**src/rtl/calc_serial_tx_fifo_if.sv**
```systemverilog
// Write-side handshake between a producer and the serial transmitter FIFO.
interface calc_serial_tx_fifo_if #(
   parameter int unsigned DATA_WIDTH = 32
);
   logic                  wr_valid;
   logic [DATA_WIDTH-1:0] wr_data;
   logic                  wr_ready;

   modport master (output wr_valid, output wr_data, input wr_ready);
   modport slave  (input wr_valid, input wr_data, output wr_ready);
endinterface

```
**src/rtl/calc_serial_tx_fifo.sv**
```systemverilog
// Word FIFO feeding a divided-clock serial shifter with selectable bit order.
module calc_serial_tx_fifo #(
   parameter int unsigned DATA_WIDTH  = 32,
   parameter int unsigned FIFO_DEPTH  = 4,
   parameter int unsigned DIV_WIDTH   = 32,
   parameter int unsigned DIV_DEFAULT = 2
) (
   input  logic                             clk,
   input  logic                             rst_n,
   calc_serial_tx_fifo_if.slave             wr_if,
   input  logic                             config_div_i,
   input  logic [DIV_WIDTH-1:0]             din_i,
   input  logic                             enable_i,
   input  logic                             msb_first_i,
   output logic                             data_out_o,
   output logic                             clk_tx_o,
   output logic                             tx_active_o,
   output logic                             tx_done_o,
   output logic [$clog2(FIFO_DEPTH+1)-1:0]  fifo_count_o,
   output logic [DIV_WIDTH-1:0]             freq_div_target_o
);
   localparam int unsigned CNT_W = $clog2(FIFO_DEPTH + 1);
   localparam int unsigned PTR_W = $clog2(FIFO_DEPTH);
   localparam int unsigned BIT_W = $clog2(DATA_WIDTH);
   localparam int unsigned HLF_W = DIV_WIDTH + 1;

   typedef enum logic [1:0] {IDLE, SHIFT, DONE} state_e;

   state_e                 state_q, state_d;
   logic [DATA_WIDTH-1:0]  mem [FIFO_DEPTH];
   logic [PTR_W-1:0]       wr_ptr_q, wr_ptr_d, rd_ptr_q, rd_ptr_d;
   logic [CNT_W-1:0]       count_q, count_d;
   logic [DIV_WIDTH-1:0]   target_q, target_d, div_cnt_q, div_cnt_d;
   logic [BIT_W-1:0]       bit_cnt_q, bit_cnt_d;
   logic [DATA_WIDTH-1:0]  shreg_q, shreg_d;
   logic                   msb_q, msb_d;
   logic                   data_out_q, data_out_d, clk_tx_q, clk_tx_d;
   logic                   tx_active_q, tx_active_d, tx_done_q, tx_done_d;

   logic                   push, pop, last_div;
   logic [DATA_WIDTH-1:0]  head;
   logic [DIV_WIDTH-1:0]   teff, div_inc;
   logic [HLF_W-1:0]       half;

   assign wr_if.wr_ready = (count_q < CNT_W'(FIFO_DEPTH));
   assign push     = wr_if.wr_valid && wr_if.wr_ready;
   assign pop      = (state_q == IDLE) && (count_q != '0) && enable_i;
   assign head     = mem[rd_ptr_q];
   // A zero divider behaves as a divide-by-one.
   assign teff     = (target_q == '0) ? DIV_WIDTH'(1) : target_q;
   assign half     = ({1'b0, teff} + HLF_W'(1)) >> 1;
   assign div_inc  = div_cnt_q + DIV_WIDTH'(1);
   assign last_div = (div_cnt_q == teff - DIV_WIDTH'(1));

   // FIFO pointer and occupancy next-state.
   always_comb begin
      wr_ptr_d = wr_ptr_q;
      rd_ptr_d = rd_ptr_q;
      count_d  = count_q;
      if (push) wr_ptr_d = (wr_ptr_q == PTR_W'(FIFO_DEPTH - 1)) ? '0 : wr_ptr_q + PTR_W'(1);
      if (pop)  rd_ptr_d = (rd_ptr_q == PTR_W'(FIFO_DEPTH - 1)) ? '0 : rd_ptr_q + PTR_W'(1);
      case ({push, pop})
         2'b10:   count_d = count_q + CNT_W'(1);
         2'b01:   count_d = count_q - CNT_W'(1);
         default: count_d = count_q;
      endcase
   end

   // Transmit FSM, divider and registered serial outputs.
   always_comb begin
      state_d     = state_q;
      target_d    = target_q;
      div_cnt_d   = div_cnt_q;
      bit_cnt_d   = bit_cnt_q;
      shreg_d     = shreg_q;
      msb_d       = msb_q;
      data_out_d  = data_out_q;
      clk_tx_d    = clk_tx_q;
      tx_active_d = tx_active_q;
      tx_done_d   = 1'b0;

      if (config_div_i && (state_q != SHIFT)) target_d = din_i;

      case (state_q)
         IDLE: begin
            data_out_d  = 1'b0;
            clk_tx_d    = 1'b0;
            tx_active_d = 1'b0;
            if (pop) begin
               state_d     = SHIFT;
               shreg_d     = head;
               msb_d       = msb_first_i;
               div_cnt_d   = '0;
               bit_cnt_d   = '0;
               data_out_d  = msb_first_i ? head[DATA_WIDTH-1] : head[0];
               clk_tx_d    = 1'b1;
               tx_active_d = 1'b1;
            end
         end
         SHIFT: begin
            if (enable_i) begin
               if (last_div) begin
                  div_cnt_d = '0;
                  if (bit_cnt_q == BIT_W'(DATA_WIDTH - 1)) begin
                     state_d     = DONE;
                     data_out_d  = 1'b0;
                     clk_tx_d    = 1'b0;
                     tx_active_d = 1'b0;
                     tx_done_d   = 1'b1;
                  end else begin
                     bit_cnt_d = bit_cnt_q + BIT_W'(1);
                     clk_tx_d  = 1'b1;
                     if (msb_q) begin
                        shreg_d    = shreg_q << 1;
                        data_out_d = shreg_q[DATA_WIDTH-2];
                     end else begin
                        shreg_d    = shreg_q >> 1;
                        data_out_d = shreg_q[1];
                     end
                  end
               end else begin
                  div_cnt_d = div_inc;
                  clk_tx_d  = ({1'b0, div_inc} < half);
               end
            end
         end
         DONE: begin
            state_d     = IDLE;
            data_out_d  = 1'b0;
            clk_tx_d    = 1'b0;
            tx_active_d = 1'b0;
         end
         default: state_d = IDLE;
      endcase
   end

   always_ff @(posedge clk or negedge rst_n) begin
      if (!rst_n) begin
         state_q     <= IDLE;
         wr_ptr_q    <= '0;
         rd_ptr_q    <= '0;
         count_q     <= '0;
         target_q    <= DIV_WIDTH'(DIV_DEFAULT);
         div_cnt_q   <= '0;
         bit_cnt_q   <= '0;
         shreg_q     <= '0;
         msb_q       <= 1'b0;
         data_out_q  <= 1'b0;
         clk_tx_q    <= 1'b0;
         tx_active_q <= 1'b0;
         tx_done_q   <= 1'b0;
      end else begin
         state_q     <= state_d;
         wr_ptr_q    <= wr_ptr_d;
         rd_ptr_q    <= rd_ptr_d;
         count_q     <= count_d;
         target_q    <= target_d;
         div_cnt_q   <= div_cnt_d;
         bit_cnt_q   <= bit_cnt_d;
         shreg_q     <= shreg_d;
         msb_q       <= msb_d;
         data_out_q  <= data_out_d;
         clk_tx_q    <= clk_tx_d;
         tx_active_q <= tx_active_d;
         tx_done_q   <= tx_done_d;
      end
   end

   // Storage needs no reset; occupancy alone defines valid entries.
   always_ff @(posedge clk) begin
      if (push) mem[wr_ptr_q] <= wr_if.wr_data;
   end

   assign data_out_o        = data_out_q;
   assign clk_tx_o          = clk_tx_q;
   assign tx_active_o       = tx_active_q;
   assign tx_done_o         = tx_done_q;
   assign fifo_count_o      = count_q;
   assign freq_div_target_o = target_q;
endmodule

```
**src/flat_wrapper.sv**
```systemverilog
// flat-port wrapper written by rule: the top's interface ports become plain ports
module calc_serial_tx_fifo_flat 
#(
   parameter int unsigned DATA_WIDTH  = 32,
   parameter int unsigned FIFO_DEPTH  = 4,
   parameter int unsigned DIV_WIDTH   = 32,
   parameter int unsigned DIV_DEFAULT = 2
)
  (clk, rst_n, config_div_i, din_i, enable_i, msb_first_i, data_out_o, clk_tx_o, tx_active_o, tx_done_o, fifo_count_o, freq_div_target_o, wr_if_wr_valid, wr_if_wr_data, wr_if_wr_ready);
  calc_serial_tx_fifo_if #(.DATA_WIDTH(DATA_WIDTH)) wr_if_i ();
  input  logic clk;
  input  logic rst_n;
  input  logic config_div_i;
  input  logic [DIV_WIDTH-1:0] din_i;
  input  logic enable_i;
  input  logic msb_first_i;
  output logic data_out_o;
  output logic clk_tx_o;
  output logic tx_active_o;
  output logic tx_done_o;
  output logic [$clog2(FIFO_DEPTH+1)-1:0] fifo_count_o;
  output logic [DIV_WIDTH-1:0] freq_div_target_o;
  input wire logic [$bits(wr_if_i.wr_valid)-1:0] wr_if_wr_valid;
  input wire logic [$bits(wr_if_i.wr_data)-1:0] wr_if_wr_data;
  output wire logic [$bits(wr_if_i.wr_ready)-1:0] wr_if_wr_ready;
  assign wr_if_i.wr_valid = wr_if_wr_valid;
  assign wr_if_i.wr_data = wr_if_wr_data;
  assign wr_if_wr_ready = wr_if_i.wr_ready;
  calc_serial_tx_fifo #(.DATA_WIDTH(DATA_WIDTH), .FIFO_DEPTH(FIFO_DEPTH), .DIV_WIDTH(DIV_WIDTH), .DIV_DEFAULT(DIV_DEFAULT)) u_core (.clk(clk), .rst_n(rst_n), .wr_if(wr_if_i), .config_div_i(config_div_i), .din_i(din_i), .enable_i(enable_i), .msb_first_i(msb_first_i), .data_out_o(data_out_o), .clk_tx_o(clk_tx_o), .tx_active_o(tx_active_o), .tx_done_o(tx_done_o), .fifo_count_o(fifo_count_o), .freq_div_target_o(freq_div_target_o));
endmodule
```
**config.mk**
```make
export PLATFORM = sky130hd
export DESIGN_NAME = calc_serial_tx_fifo_flat
export DESIGN_NICKNAME = d
export VERILOG_FILES = /design/src/rtl/calc_serial_tx_fifo_if.sv /design/src/rtl/calc_serial_tx_fifo.sv /design/src/flat_wrapper.sv
export SDC_FILE = /design/constraint.sdc
export NUM_CORES = 1
export LEC_CHECK = 0
export ABC_AREA = 1
export ABC_CLOCK_PERIOD_IN_PS = 7950
export CAP_MARGIN = 10
export CORE_ASPECT_RATIO = 0.8
export CORE_MARGIN = 4
export CORE_UTILIZATION = 60
export CTS_BUF_LIST = sky130_fd_sc_hd__clkbuf_8 sky130_fd_sc_hd__clkbuf_16
export CTS_CLUSTER_DIAMETER = 80
export DETAILED_ROUTE_END_ITERATION = 6
export DONT_BUFFER_PORTS = 1
export GPL_TIMING_DRIVEN = 0
export PLACE_DENSITY_LB_ADDON = 0.05
export REMOVE_ABC_BUFFERS = 1
export SLEW_MARGIN = 20
export SYNTH_ARGS = -nofsm -noshare
export SYNTH_HDL_FRONTEND = slang
export SYNTH_SLANG_ARGS = --single-unit
```
**constraint.sdc**
```tcl
create_clock -name clk -period 7.95 [get_ports clk]
set_clock_uncertainty 0.1 [all_clocks]
set_input_delay 1.1925 -clock clk [delete_from_list [all_inputs] [get_ports clk]]
set_output_delay 1.1925 -clock clk [all_outputs]
set_load 0.02 [all_outputs]
```
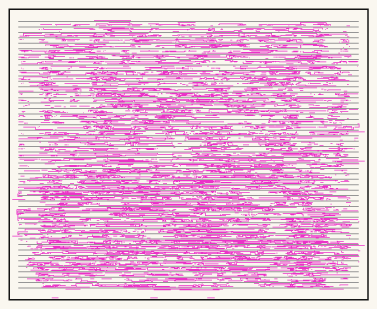
Figure 1: met1 routing.
Drawn at 2 px/um. Supply wires on this layer in gray.
wire length on this layer = 17800 um
main direction = horizontal
longest straight run = 52.9 um
share of all routed wire = 49%
vias after detailed routing: 11.2k
final wirelength: 36300 um

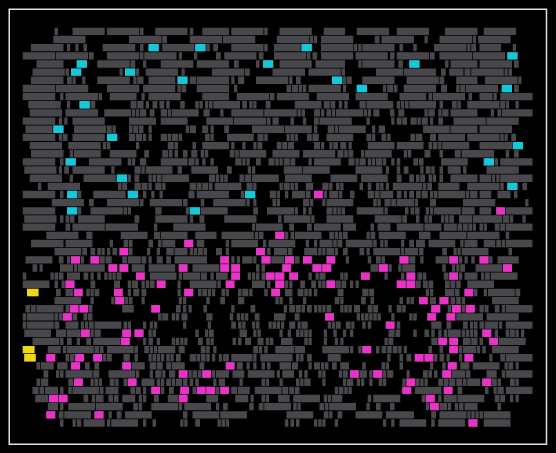
Figure 2: gate-type map.
Drawn at 3 px/um.
mux cells -> yellow  # cells 3
non-inverting ao/oa cells -> cyan  # cells 26
xor and xnor cells -> magenta  # cells 104
Comb area share: 0.423
most frequent logic cell in the layout: nand2_1
Finished Layout Cells: 1896

==> reports/summary.txt <==
Commonest cells post-synth: nand2_1 (374), nor2_1 (163), inv_1 (147)
dpl hpwl: 25600 um
Layout non-clock buf frac: 0.0121
RePlAce Congestion: 0.966
flip-flops: 243
CTS Buf Count: 25
drt first pass iters: 5
mapped cell area: 14000 um^2
Max Cap Viol: 0
RSZ-0062 raised after global routing: no
Clock-cell share: 0.0559
Fmax: 0.179 GHz
Top Layout Cells: nand2_1 (372), nor2_1 (159), inv_1 (152)
Worst VDD drop: 0.000249 V
post-CTS setup repair buffer count: 0
count of buffer and inverter cells on the critical path: 2
post-synthesis cell count: 1610
Pwr Total: 5.48 mW
Rel. slew slack: 0.302
PortBufs: 0
Critical Path End Type: flip-flop
Worst R2R Start: u_core.freq_div_target_o[24]$_DFFE_PN0P_
Die Wd: 179 um
depth of the CTS H-tree: 1
Crit path largest cell delay: 0.53 ns
Top class by area: sequential cells
post-route ant nets: 0
Area leader share: 0.275
placed insts: 1850
area leader, netlist: edfxtp_1
XOR Share, Synth: 0.0652
Min-Delay Path Class: input port to async pin
outcome: completed
DRC: 0
post-route cell area: 15100 um^2
Mux area share: 0.00242
#MultiIn Comb: 1137
Placed Instance Area: 14300 um^2
post-route minimum period: 5.57 ns
Post-synth ARST share: 0.473
sequential fraction of the synthesis area: 0.481
Core Area: 22700 um^2
initial antenna violation count: 0
worst hold margin: 0.254 ns
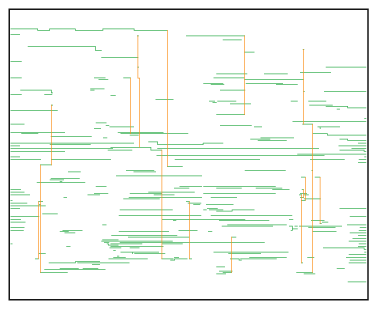
Figure 3: wiring by layer.
Drawn at 2 px/um. Only two layers are drawn.
metal 4 -> orange  # wire length 589 um
metal 3 -> green  # wire length 3120 um
DR WL/cell: 19.2 um
gr usage total: 0.279

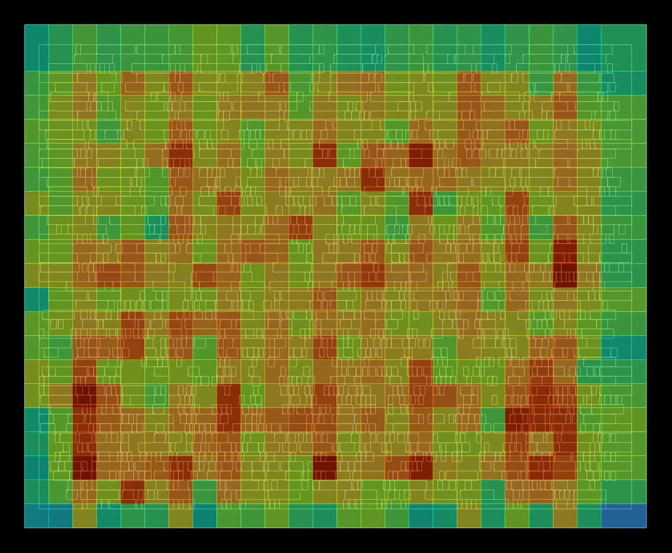
Figure 4: routing congestion map.
final core occ: 0.666
busiest metal layer after global routing: met1
met3 GRT Util: 0.0578

==> worst min path at each step <==
stage                     cells past startpoint  slack, ns                                        to                      startpoint
after floorplan                               2       0.34            u_core.shreg_q[31]$_DFFE_PN0P_  u_core.shreg_q[31]$_DFFE_PN0P_
after global placement                        2       0.35            u_core.shreg_q[31]$_DFFE_PN0P_  u_core.shreg_q[31]$_DFFE_PN0P_
after detailed placement                      2       0.36            u_core.shreg_q[31]$_DFFE_PN0P_  u_core.shreg_q[31]$_DFFE_PN0P_
after CTS                                     0       0.24  u_core.freq_div_target_o[21]$_DFFE_PN0P_                           rst_n
after global routing                          0       0.23  u_core.freq_div_target_o[21]$_DFFE_PN0P_                           rst_n
final                                         0       0.25  u_core.freq_div_target_o[21]$_DFFE_PN0P_                           rst_n
==> power by group <==
group | total [mW] | switching [mW] | internal, mW
sequential | 2.12 | 0.507 | 1.61
clock | 1.20 | 0.489 | 0.713
combinational | 2.16 | 1.43 | 0.727
==> routing by layer <==
metal  global-route usage  share of wire
met2                0.390           0.41
met1                0.450           0.49
met3               0.0578          0.086
met4               0.0533          0.016
met5                    0              0
==> flip-flops by register name, indices dropped and copies added, names as in the netlist <==
name and flops:
u_core.bit_cnt_q 5, u_core.clk_tx_o 1, u_core.data_out_o 1, u_core.div_cnt_q 32, u_core.fifo_count_o 3, u_core.freq_div_target_o 32, u_core.mem 128, u_core.msb_q 1
u_core.rd_ptr_q 2, u_core.shreg_q 32, u_core.state_q 2, u_core.tx_active_o 1, u_core.tx_done_o 1, u_core.wr_ptr_q 2
==> logic make-up (layout without fill, tap and decap cells) <==
group / Yosys count / after routing
compound gates: 241 / 241
xor+xnor: 104 / 104
fa+ha+maj: 46 / 46
buf+inv: 230 / 210
flops: 243 / 243
mux: 3 / 3
simple gates: 743 / 743
Power is estimated from default activity; no workload was simulated.
